`config.mk`:
```
export PLATFORM = sky130hd
export DESIGN_NAME = onehot_decoder_reg
export DESIGN_NICKNAME = d
export VERILOG_FILES = /design/src/rtl/onehot_decoder_reg.sv
export SDC_FILE = /design/constraint.sdc
export NUM_CORES = 1
export LEC_CHECK = 0
export CORE_UTILIZATION = 45
export CTS_CLUSTER_SIZE = 16
export DETAILED_ROUTE_END_ITERATION = 16
export PLACE_DENSITY = 0.81
export SLEW_MARGIN = 0
export SYNTH_ARGS = -nofsm -noshare
export SYNTH_HDL_FRONTEND = slang
export SYNTH_SLANG_ARGS = --single-unit
```
`constraint.sdc`:
```
create_clock -name clk_i -period 2 [get_ports clk_i]
set_input_delay 0.2 -clock clk_i [delete_from_list [all_inputs] [get_ports clk_i]]
set_output_delay 0.2 -clock clk_i [all_outputs]
set_load 0.05 [all_outputs]
```
`src/rtl/onehot_decoder_reg.sv`:
```
// Registered N-to-M one-hot decoder with level, pulse and latch modes,
// selectable output polarity and out-of-range flagging. One cycle request-to-output latency.
module onehot_decoder_reg #(
  parameter int SEL_W      = 3,
  parameter int NUM_OUT    = 8,
  parameter bit ACTIVE_LOW = 1'b0
) (
  input  logic               clk_i,
  input  logic               rst_ni,
  input  logic               en_i,
  input  logic               valid_i,
  input  logic [SEL_W-1:0]   sel_i,
  input  logic [1:0]         mode_i,
  input  logic               clear_i,
  output logic [NUM_OUT-1:0] dec_o,
  output logic               valid_o,
  output logic               oor_o
);

  // Handshake: valid_i is a strobe with no back-pressure. A request is taken on
  // any rising edge where valid_i & en_i are high, clear_i is low and the mode is
  // unchanged; valid_o / oor_o are single-cycle responses one edge later.

  typedef enum logic [1:0] {
    MODE_LEVEL = 2'b00,
    MODE_PULSE = 2'b01,
    MODE_LATCH = 2'b10,
    MODE_RSVD  = 2'b11
  } mode_e;

  localparam logic [SEL_W:0] NUM_OUT_W = (SEL_W+1)'(NUM_OUT);

  logic [NUM_OUT-1:0] onehot_q, onehot_d;
  mode_e              mode_q;
  logic [SEL_W-1:0]   last_sel_q;
  logic               last_acc_q;
  logic               valid_q, oor_q;

  logic               mode_change;
  logic               acc;
  logic               in_range;
  logic               inr;
  logic               repeat_req;
  logic [NUM_OUT-1:0] sel_onehot;
  logic [NUM_OUT-1:0] grant;

  assign mode_change = (mode_i != mode_q);
  assign acc         = valid_i & en_i & ~clear_i & ~mode_change;
  assign in_range    = ({1'b0, sel_i} < NUM_OUT_W);
  assign inr         = acc & in_range;
  assign repeat_req  = last_acc_q & (last_sel_q == sel_i);

  // Decode at NUM_OUT width; out-of-range selects match no output bit.
  always_comb begin
    sel_onehot = '0;
    for (int i = 0; i < NUM_OUT; i++) begin
      if (sel_i == SEL_W'(i)) sel_onehot[i] = 1'b1;
    end
  end

  assign grant = inr ? sel_onehot : '0;

  always_comb begin
    onehot_d = '0;
    if (clear_i || mode_change) begin
      onehot_d = '0;
    end else begin
      unique case (mode_e'(mode_i))
        MODE_PULSE: onehot_d = repeat_req ? '0 : grant;
        MODE_LATCH: onehot_d = inr ? grant : onehot_q;
        MODE_LEVEL,
        MODE_RSVD:  onehot_d = grant;
        default:    onehot_d = grant;
      endcase
    end
  end

  always_ff @(posedge clk_i or negedge rst_ni) begin
    if (!rst_ni) begin
      onehot_q   <= '0;
      mode_q     <= MODE_LEVEL;
      last_sel_q <= '0;
      last_acc_q <= 1'b0;
      valid_q    <= 1'b0;
      oor_q      <= 1'b0;
    end else begin
      onehot_q   <= onehot_d;
      mode_q     <= mode_e'(mode_i);
      last_sel_q <= sel_i;
      last_acc_q <= inr;
      valid_q    <= inr;
      oor_q      <= acc & ~in_range;
    end
  end

  assign dec_o   = ACTIVE_LOW ? ~onehot_q : onehot_q;
  assign valid_o = valid_q;
  assign oor_o   = oor_q;

  onehot_inv: assert property (@(posedge clk_i) disable iff (!rst_ni) $onehot0(onehot_q));

endmodule
```
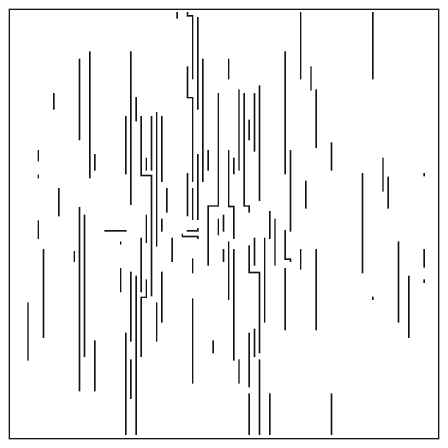
m2.png
wire length on this layer	484 µm
share of all routed wire	49%
longest straight run	16.3 µm
nets with wire on the layer	69

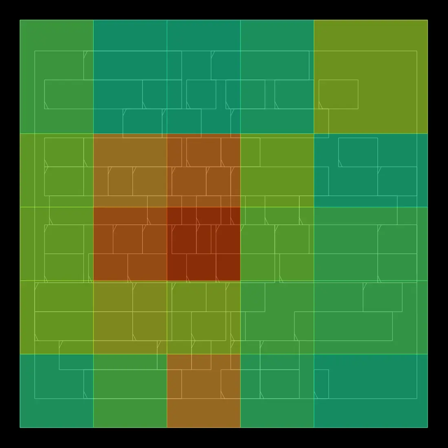
congestion_map.png
Total GRT Usage: 18.4%
GR Layer Usage met2: 26.3%
final core occ: 68.3%

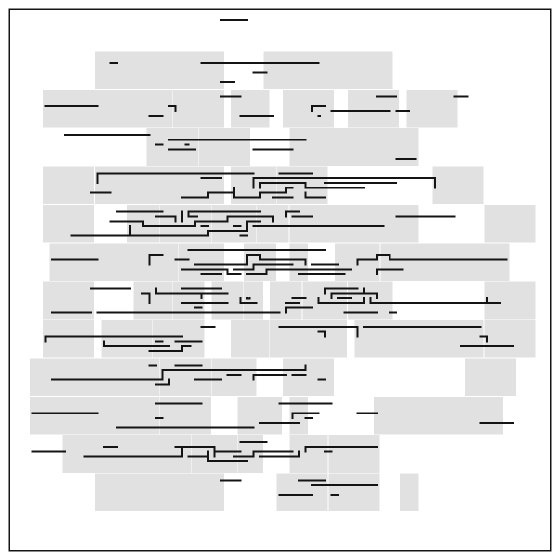
m1.png
longest straight run	12.9 µm
main direction	horizontal
share of all routed wire	44%
nets with wire on the layer	61
wire length on this layer	437 µm

==> qor.csv <==
metric,value,unit
outcome,finished clean,
ctsResizeCount,0,
top_cell,dfrtp_1,
period_used_share,81.6,%
gr-usage-met3,5.23,%
num-nets-final,76,
edf_count,0,
yosys.area.top_type,dfrtp_1,
io_pins,20,
cts_sinks,14,
grt_pass1_vias,393,
use_met1,24.6,%
netSwitchingPower,119,µW
die_w,38.3,µm
r2r_cells,3,
final_max_slew_viol_count,0,
htreeDepth,1,
yosysCellCount,45,
ys_types,23,
finalPower,506,µW
finClkSkew,0.00262,ns
synth_warnings,0,
tool_warnings,26,
drc,0,
syn-cell-area,592,µm²
via_per_inst,5.53,
wirelength,986,µm
syn_inst,45,
layout.cells.most_common,clkdlybuf4s50_1,
whs,0.294,ns
timing.slew.headroom,61.1,%
design_area,800,µm²
worstPathMaxFanout,3,
vias,431,
placed_cells,75,
area_leaders,"dfrtp_1, a32o_1, a22o_1",
worst_r2r_startpoint,last_sel_q[2]$_DFF_PN0_,
root_buffer,clkbuf_4,
[layout make-up]
class                           count  area (µm²)  area share [%]
Tap cell                           14        17.5            2.19
Multi-Input combinational cell     28         225            28.2
Timing Repair Buffer               18         180            22.5
Inverter                            1        3.75           0.469
Sequential cell                    14         350            43.8
Clock buffer                        3        22.5            2.82
[cells by family (layout without fill, tap and decap cells)]
kind of cell / count (synthesis) / count (layout) / share of synthesized area, %
AND-OR/OR-AND: 10 / 10 / 14.8
flip-flops: 14 / 14 / 59.2
buffers and inverters: 3 / 22 / 2.75
other: 1 / 1 / 0.634
XOR/XNOR: 4 / 4 / 5.92
AND/OR/NAND/NOR: 13 / 13 / 16.7
[per-layer routing]
metal  vias to the layer above  part of all wire (%)
met5                         -                     0
met1                       206                    44
met2                        14                    49
li1                        209                     -
met3                         2                   5.1
met4                         0                   1.4
